--- src/rtl/alu_issue_ctrl_if.sv ---
// Handshake and datapath bundle between the ALU issue controller and its
// surroundings: instruction intake, register bank ports, ALU ports and the
// response channel.
interface alu_issue_ctrl_if #(
    parameter int DATA_W = 32,
    parameter int ADDR_W = 5,
    parameter int CNT_W  = 16
);
    logic              instr_valid;
    logic              instr_ready;
    logic [31:0]       instr;
    logic [ADDR_W-1:0] rb_ra1;
    logic [ADDR_W-1:0] rb_ra2;
    logic [DATA_W-1:0] rb_rd1;
    logic [DATA_W-1:0] rb_rd2;
    logic              rb_we;
    logic [ADDR_W-1:0] rb_wa;
    logic [DATA_W-1:0] rb_wd;
    logic [DATA_W-1:0] alu_a;
    logic [DATA_W-1:0] alu_b;
    logic [2:0]        alu_op;
    logic [DATA_W-1:0] alu_result;
    logic              rsp_valid;
    logic              rsp_ready;
    logic [DATA_W-1:0] rsp_result;
    logic              rsp_err;
    logic [CNT_W-1:0]  retired_cnt;

    // Controller side: issues reads/ALU ops/writes and answers with a response.
    modport master (
        input  instr_valid, instr, rb_rd1, rb_rd2, alu_result, rsp_ready,
        output instr_ready, rb_ra1, rb_ra2, rb_we, rb_wa, rb_wd,
               alu_a, alu_b, alu_op, rsp_valid, rsp_result, rsp_err, retired_cnt
    );

    // Environment side: fetch/decode, register bank, ALU and response consumer.
    modport slave (
        output instr_valid, instr, rb_rd1, rb_rd2, alu_result, rsp_ready,
        input  instr_ready, rb_ra1, rb_ra2, rb_we, rb_wa, rb_wd,
               alu_a, alu_b, alu_op, rsp_valid, rsp_result, rsp_err, retired_cnt
    );
endinterface

--- src/rtl/alu_issue_ctrl.sv ---
// ALU issue controller: takes one R-type instruction at a time, reads both
// operands from the register bank, presents them to the combinational ALU,
// writes the result back (never to r0) and returns result/status on a
// response handshake. Illegal encodings skip straight to an error response.
module alu_issue_ctrl #(
    parameter int DATA_W = 32,
    parameter int ADDR_W = 5,
    parameter int CNT_W  = 16
) (
    input  logic           clk,
    input  logic           rst,
    alu_issue_ctrl_if.master bus
);

    typedef enum logic [2:0] {
        IDLE = 3'd0,
        READ = 3'd1,
        EXEC = 3'd2,
        WB   = 3'd3,
        RESP = 3'd4
    } state_t;

    state_t            state_r;
    state_t            state_s;
    logic              legal_s;
    logic [2:0]        func_r;
    logic [ADDR_W-1:0] rs_r;
    logic [ADDR_W-1:0] rt_r;
    logic [ADDR_W-1:0] rd_r;
    logic [DATA_W-1:0] alu_a_r;
    logic [DATA_W-1:0] alu_b_r;
    logic [2:0]        alu_op_r;
    logic              rb_we_r;
    logic [DATA_W-1:0] rsp_result_r;
    logic              rsp_err_r;
    logic [CNT_W-1:0]  cnt_r;

    // Upper bits must be clear and func must name one of the five ALU ops.
    function automatic logic is_legal(input logic [31:0] ins);
        logic func_ok;
        case (ins[17:15])
            3'b000, 3'b001, 3'b010, 3'b011, 3'b101: func_ok = 1'b1;
            default:                                func_ok = 1'b0;
        endcase
        return (ins[31:18] == 14'd0) && func_ok;
    endfunction

    assign legal_s = is_legal(bus.instr);

    // State register; reset abandons any operation in flight.
    always_ff @(posedge clk) begin
        if (rst) begin
            state_r <= IDLE;
        end else begin
            state_r <= state_s;
        end
    end

    // Next-state logic for the IDLE->READ->EXEC->WB->RESP sequence.
    always_comb begin
        state_s = state_r;
        case (state_r)
            IDLE: begin
                if (bus.instr_valid) begin
                    state_s = legal_s ? READ : RESP;
                end else begin
                    state_s = IDLE;
                end
            end
            READ: state_s = EXEC;
            EXEC: state_s = WB;
            WB:   state_s = RESP;
            RESP: begin
                if (bus.rsp_ready) begin
                    state_s = IDLE;
                end else begin
                    state_s = RESP;
                end
            end
            default: state_s = IDLE;
        endcase
    end

    // Instruction latch, operand/result capture, write strobe and retire counter.
    always_ff @(posedge clk) begin
        if (rst) begin
            func_r       <= 3'd0;
            rs_r         <= {ADDR_W{1'b0}};
            rt_r         <= {ADDR_W{1'b0}};
            rd_r         <= {ADDR_W{1'b0}};
            alu_a_r      <= {DATA_W{1'b0}};
            alu_b_r      <= {DATA_W{1'b0}};
            alu_op_r     <= 3'd0;
            rb_we_r      <= 1'b0;
            rsp_result_r <= {DATA_W{1'b0}};
            rsp_err_r    <= 1'b0;
            cnt_r        <= {CNT_W{1'b0}};
        end else begin
            // The strobe is set on entry to WB so it is high for exactly that cycle.
            rb_we_r <= (state_r == EXEC) && (rd_r != {ADDR_W{1'b0}});
            if ((state_r == IDLE) && bus.instr_valid) begin
                func_r <= bus.instr[17:15];
                rs_r   <= bus.instr[14:10];
                rt_r   <= bus.instr[9:5];
                rd_r   <= bus.instr[4:0];
                if (!legal_s) begin
                    rsp_result_r <= {DATA_W{1'b0}};
                    rsp_err_r    <= 1'b1;
                end
            end
            // Bank read data arrives one cycle after the address, i.e. during EXEC.
            if (state_r == EXEC) begin
                alu_a_r  <= bus.rb_rd1;
                alu_b_r  <= bus.rb_rd2;
                alu_op_r <= func_r;
            end
            if (state_r == WB) begin
                rsp_result_r <= bus.alu_result;
                rsp_err_r    <= 1'b0;
            end
            if ((state_r == RESP) && bus.rsp_ready && !rsp_err_r) begin
                cnt_r <= cnt_r + {{(CNT_W-1){1'b0}}, 1'b1};
            end
        end
    end

    assign bus.instr_ready = (state_r == IDLE);
    assign bus.rsp_valid   = (state_r == RESP);
    assign bus.rb_ra1      = rs_r;
    assign bus.rb_ra2      = rt_r;
    assign bus.rb_we       = rb_we_r;
    assign bus.rb_wa       = rd_r;
    // The ALU is combinational on registered operands, so write data is taken
    // straight from it during WB and held at zero otherwise.
    assign bus.rb_wd       = (state_r == WB) ? bus.alu_result : {DATA_W{1'b0}};
    assign bus.alu_a       = alu_a_r;
    assign bus.alu_b       = alu_b_r;
    assign bus.alu_op      = alu_op_r;
    assign bus.rsp_result  = rsp_result_r;
    assign bus.rsp_err     = rsp_err_r;
    assign bus.retired_cnt = cnt_r;

endmodule

--- src/flat_wrapper.sv ---
// flat-port wrapper written by rule: the top's interface ports become plain ports
module alu_issue_ctrl_flat 
#(
    parameter int DATA_W = 32,
    parameter int ADDR_W = 5,
    parameter int CNT_W  = 16
)
  (clk, rst, bus_instr_valid, bus_instr, bus_rb_rd1, bus_rb_rd2, bus_alu_result, bus_rsp_ready, bus_instr_ready, bus_rb_ra1, bus_rb_ra2, bus_rb_we, bus_rb_wa, bus_rb_wd, bus_alu_a, bus_alu_b, bus_alu_op, bus_rsp_valid, bus_rsp_result, bus_rsp_err, bus_retired_cnt);
  alu_issue_ctrl_if #(.DATA_W(DATA_W), .ADDR_W(ADDR_W), .CNT_W(CNT_W)) bus_i ();
  input  logic clk;
  input  logic rst;
  input wire logic [$bits(bus_i.instr_valid)-1:0] bus_instr_valid;
  input wire logic [$bits(bus_i.instr)-1:0] bus_instr;
  input wire logic [$bits(bus_i.rb_rd1)-1:0] bus_rb_rd1;
  input wire logic [$bits(bus_i.rb_rd2)-1:0] bus_rb_rd2;
  input wire logic [$bits(bus_i.alu_result)-1:0] bus_alu_result;
  input wire logic [$bits(bus_i.rsp_ready)-1:0] bus_rsp_ready;
  output wire logic [$bits(bus_i.instr_ready)-1:0] bus_instr_ready;
  output wire logic [$bits(bus_i.rb_ra1)-1:0] bus_rb_ra1;
  output wire logic [$bits(bus_i.rb_ra2)-1:0] bus_rb_ra2;
  output wire logic [$bits(bus_i.rb_we)-1:0] bus_rb_we;
  output wire logic [$bits(bus_i.rb_wa)-1:0] bus_rb_wa;
  output wire logic [$bits(bus_i.rb_wd)-1:0] bus_rb_wd;
  output wire logic [$bits(bus_i.alu_a)-1:0] bus_alu_a;
  output wire logic [$bits(bus_i.alu_b)-1:0] bus_alu_b;
  output wire logic [$bits(bus_i.alu_op)-1:0] bus_alu_op;
  output wire logic [$bits(bus_i.rsp_valid)-1:0] bus_rsp_valid;
  output wire logic [$bits(bus_i.rsp_result)-1:0] bus_rsp_result;
  output wire logic [$bits(bus_i.rsp_err)-1:0] bus_rsp_err;
  output wire logic [$bits(bus_i.retired_cnt)-1:0] bus_retired_cnt;
  assign bus_i.instr_valid = bus_instr_valid;
  assign bus_i.instr = bus_instr;
  assign bus_i.rb_rd1 = bus_rb_rd1;
  assign bus_i.rb_rd2 = bus_rb_rd2;
  assign bus_i.alu_result = bus_alu_result;
  assign bus_i.rsp_ready = bus_rsp_ready;
  assign bus_instr_ready = bus_i.instr_ready;
  assign bus_rb_ra1 = bus_i.rb_ra1;
  assign bus_rb_ra2 = bus_i.rb_ra2;
  assign bus_rb_we = bus_i.rb_we;
  assign bus_rb_wa = bus_i.rb_wa;
  assign bus_rb_wd = bus_i.rb_wd;
  assign bus_alu_a = bus_i.alu_a;
  assign bus_alu_b = bus_i.alu_b;
  assign bus_alu_op = bus_i.alu_op;
  assign bus_rsp_valid = bus_i.rsp_valid;
  assign bus_rsp_result = bus_i.rsp_result;
  assign bus_rsp_err = bus_i.rsp_err;
  assign bus_retired_cnt = bus_i.retired_cnt;
  alu_issue_ctrl #(.DATA_W(DATA_W), .ADDR_W(ADDR_W), .CNT_W(CNT_W)) u_core (.clk(clk), .rst(rst), .bus(bus_i));
endmodule
--- config.mk ---
export PLATFORM = sky130hd
export DESIGN_NAME = alu_issue_ctrl_flat
export DESIGN_NICKNAME = d
export VERILOG_FILES = /design/src/rtl/alu_issue_ctrl_if.sv /design/src/rtl/alu_issue_ctrl.sv /design/src/flat_wrapper.sv
export SDC_FILE = /design/constraint.sdc
export NUM_CORES = 1
export LEC_CHECK = 0
export CAP_MARGIN = 20
export CORE_MARGIN = 5
export CORE_UTILIZATION = 42
export CTS_CLUSTER_DIAMETER = 120
export DETAILED_ROUTE_END_ITERATION = 8
export PLACE_DENSITY = 0.86
export SLEW_MARGIN = 10
export SYNTH_ARGS = -nofsm -noshare
export SYNTH_HDL_FRONTEND = slang
export SYNTH_SLANG_ARGS = --single-unit
--- constraint.sdc ---
create_clock -name clk -period 3.08 [get_ports clk]
set_input_delay 0.616 -clock clk [delete_from_list [all_inputs] [get_ports clk]]
set_output_delay 0.616 -clock clk [all_outputs]
set_load 0.1 [all_outputs]
Fig. 1: sequential cells grouped by signal name
Other sequential cells in the stronger gray, the rest of the logic in the fainter gray.
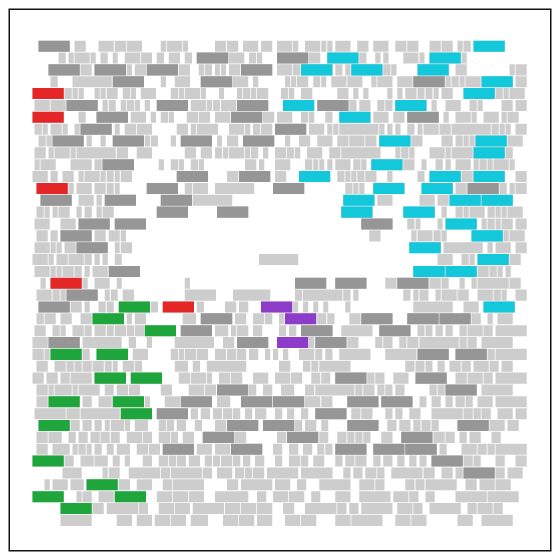
Key: red = `u_core.bus.rb_ra2` [flops 5]; purple = `u_core.func_r` [flops 3]; green = `u_core.bus.retired_cnt` [flops 16]; cyan = `u_core.bus.alu_b` [flops 32]
Another 82 sequential cells are not colored.
fraction of standard cell area that is sequential: 0.305
sequential standard cell area: 2760 um^2

Fig. 2: logic cells by family
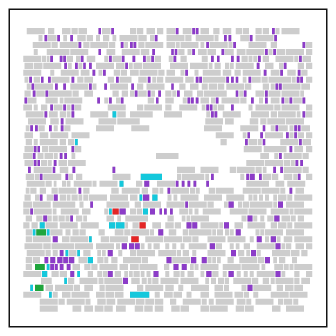
Key: green = multiplexers [cells 3, most used mux2_2]; red = AND-OR and OR-AND gates [cells 3, most used o21a_1]; purple = NAND gates [cells 223, most used nand2_1, where all over the die]; cyan = NOR gates [cells 24, most used nor2_1]
final instance count without filler cells: 1132
dominant logic cell type in the layout: sky130_fd_sc_hd__nand2_1
logic share of the area: 0.268

Fig. 3: congestion heat map
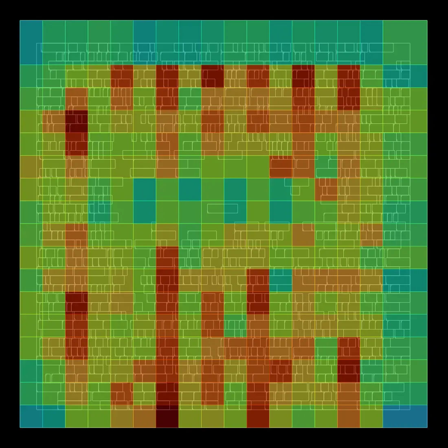
Global Route met1 Usage: 0.275
met2 Track Usage GR: 0.400
most congested layer reported by global routing: met2
Routed WL per cell: 16.5 um

==> notes.md <==
Summary of implementation figures.

Outcome
The run finished with clean final reports.

Floorplan
The y dimension of the die is about 120 um. The total number of tap cells is 172. In this run the core area contains between 40 and 50 standard-cell rows. The placeable core area is around 13000 um^2.

The number of top-level design ports is roughly 300. In this run the horizontal extent of the chip is 124 um. The starting utilization of the core area is 0.430. The die outline area is approximately 15000 um^2.

Cells and area
Per the cell usage report, the commonest logic cells after layout are sky130_fd_sc_hd__nand2_1 (173), sky130_fd_sc_hd__a21oi_1 (156), sky130_fd_sc_hd__buf_4 (147). The share of layout cells above drive strength 1 is 0.231. The clock buffer instance count of the final layout is 24. By area, buffers come first.

The net count of the finished layout is 1081. After layout, the buffer instance count without clock buffers stands at 312. The post-synthesis to final-layout area growth is 66.3%. According to the cell report, flip-flops and latches in the layout number roughly 140. The number of antenna repair diodes is 0. In the layout the tool counted multi-input logic cells amounting to 478. Per the layout area report, the combinational gate area comes to 2430 um^2. The final instance area is 9060 um^2.

Counting the inverters off the clock network in the layout gives 1. At the end of the flow the core is filled with cells to 0.715.

Clock network
The post-CTS repair timing setup buffer count is 0. In this run the deepest clock path goes through 2 buffers. The TritonCTS clock tree is done. Clock tree synthesis selected as its root buffer the cell sky130_fd_sc_hd__clkbuf_16.

The number of buffers added to fix hold violations after cts is 0. The total number of H-tree levels is 4.

Power and ir drop
For this design the ratio of total power to cell area is around 450 nW/um^2. The combinational group power is about 0.43 mW. The leakage power summed over all cells is approximately 3.5 nW. The share of total power dissipated in combinational logic is 0.104. The power dissipated by switching net loads is 0.965 mW.

The design draws 4.09 mW. The power share of the clock group is 0.452. The cell internal power dissipation is around 3.1 mW. The flow reports power dissipated in sequential cells as 1.82 mW.

The clock-net power is between 1.5 and 2 mW. The biggest slice of the total power is consumed by clock. The switching share of power is 0.236. The peak supply drop is 450 uV.

Min path
Along the worst hold path, the cell count comes to 2. According to the hold report, the worst path is of the reg2reg type. The end of the worst hold path is u_core.bus.alu_op[1]$_SDFFE_PP0P_.

Logic synthesis
The synthesis run shows the most used standard cells to be sky130_fd_sc_hd__nand2_1 (174), sky130_fd_sc_hd__a21oi_1 (156), sky130_fd_sc_hd__dfxtp_1 (138), sky130_fd_sc_hd__nand4_1 (37), sky130_fd_sc_hd__clkbuf_1 (36). The synthesized design spends more area on one cell type than any other, namely sky130_fd_sc_hd__dfxtp_1. The fraction of registers with async set or reset after synthesis is 0. The net count of the mapped netlist is around 800. In this run, the synthesized area fraction spent on xor and xnor cells is recorded as 0.0129. The total cell area reported by yosys after synthesis is 5450 um^2. The number of synthesized register bits is about 140. The post-synth design cell area is 5450 um^2. The cell-mix breakdown from Yosys lists the compound-gate area share as 0.158. The mux contribution to synthesized area is 0.00597. The Yosys step of the flow raised 0 warnings. Grouping non-sequential cells by family puts the most area in simple AND/OR/NAND/NOR gates.

The adder and majority gate portion of the synthesized area is 0.00230. Per the synth stats, the flop cell with the highest instance count is sky130_fd_sc_hd__dfxtp_1. The average cell area after synthesis is 8.13 um^2. In the Yosys report the total cell count is 670.

Placed design
Once placement completed, the tool counted placed cells totaling 1101. The placement summary gives the final routability congestion estimate as roughly 0.8. The placement-stage cell area is roughly 8500 um^2.

The post-placement worst setup slack is 0.485 ns. Summed over all nets, the half-perimeter wirelength after detailed placement is around 14000 um. The buffer_ports step reported a buffer count of around 300.

Final timing
The final-layout setup total negative slack is 0 ns. The number of pins with negative max-slew slack in the final report is 0. Setup repair after global routing left no endpoint under its margin.

The maximum achievable frequency is 378 MHz. The least setup slack across all paths after layout is about 0.43 ns. Of the available clock period, the critical path in the final layout requires 0.859.

The pin slew with the least headroom to its limit is between 0.7 and 0.8 ns. The count of final hold-check violations is 0. Hold is met by 0.454 ns. The setup clock skew after layout is 0.00740 ns.

Global routing
The initial antenna violation count is 0. The global router's overall resource usage is 0.236.

Setup path
The worst reg2reg path endpoint is u_core.bus.rsp_result[25]$_SDFFE_PP0P_. The worst setup slack for register-to-register paths is 0.94 ns. The highest fanout seen on the critical path is 34. Walking the worst path, the cells encountered are and3b_1 -> buf_4 -> and2_1 -> buf_12. The data required time reported for the critical path is 2.46 ns. The worst path arrival time is between 2 and 2.5 ns. The family with the most delay on the worst path is flip-flops. Per the post-run analysis, buffers plus inverters along the critical path come to 2. The worst setup path is captured at an output pin.

Route
For this run, design rule violations remaining after detail routing come to 0.

Job
Across all stage logs, warnings added up to 26.
Fig. 4: signal wires on met3
Bar = 20 um.
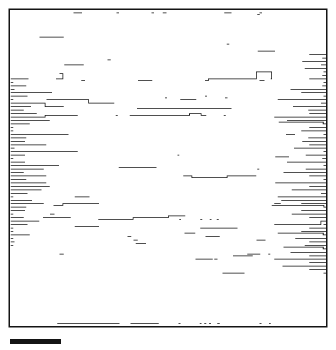
The layer carries 1370 um of wire. 150 nets have wire on it. The longest straight run is 36.8 um. The wires run mostly horizontal.
GR Layer Usage met3: 0.0695
total wire length: 18700 um

Fig. 5: signal wires on met2
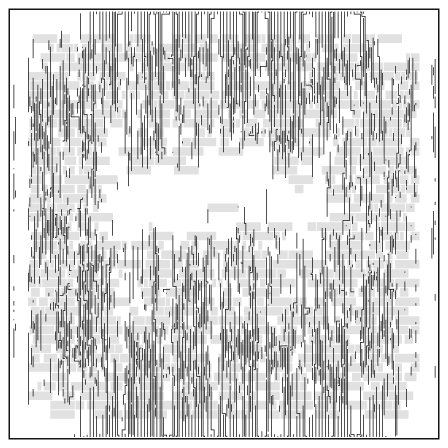
The wires run mostly vertical. The longest straight run is 43.5 um. The layer carries 9470 um of wire. 911 nets have wire on it. The layer holds 51% of the routed length.
vias after detailed routing: 5769

how the worst max path moves through the flow:
stage / end / cells after the start / startpoint
after floorplan: bus_rb_wd[10] / 5 / u_core.state_r[2]$_SDFF_PP0_
after global routing: bus_rb_wd[9] / 4 / u_core.state_r[1]$_SDFF_PP0_
after detailed placement: u_core.state_r[2]$_SDFF_PP0_ / 6 / bus_instr[27]
after global placement: u_core.state_r[2]$_SDFF_PP0_ / 6 / bus_instr[27]
final: bus_rb_wd[9] / 4 / u_core.state_r[1]$_SDFF_PP0_
after CTS: bus_rb_wd[9] / 4 / u_core.state_r[1]$_SDFF_PP0_
per-layer routing:
layer,share of wire,up-vias,wire [um]
li1,-,2845,-
met1,0.39,2670,7210
met2,0.51,213,9470
met3,0.073,41,1370
met4,0.036,0,667
met5,0,-,0
Power figures rest on the tool's default switching activity, not on a simulated workload.
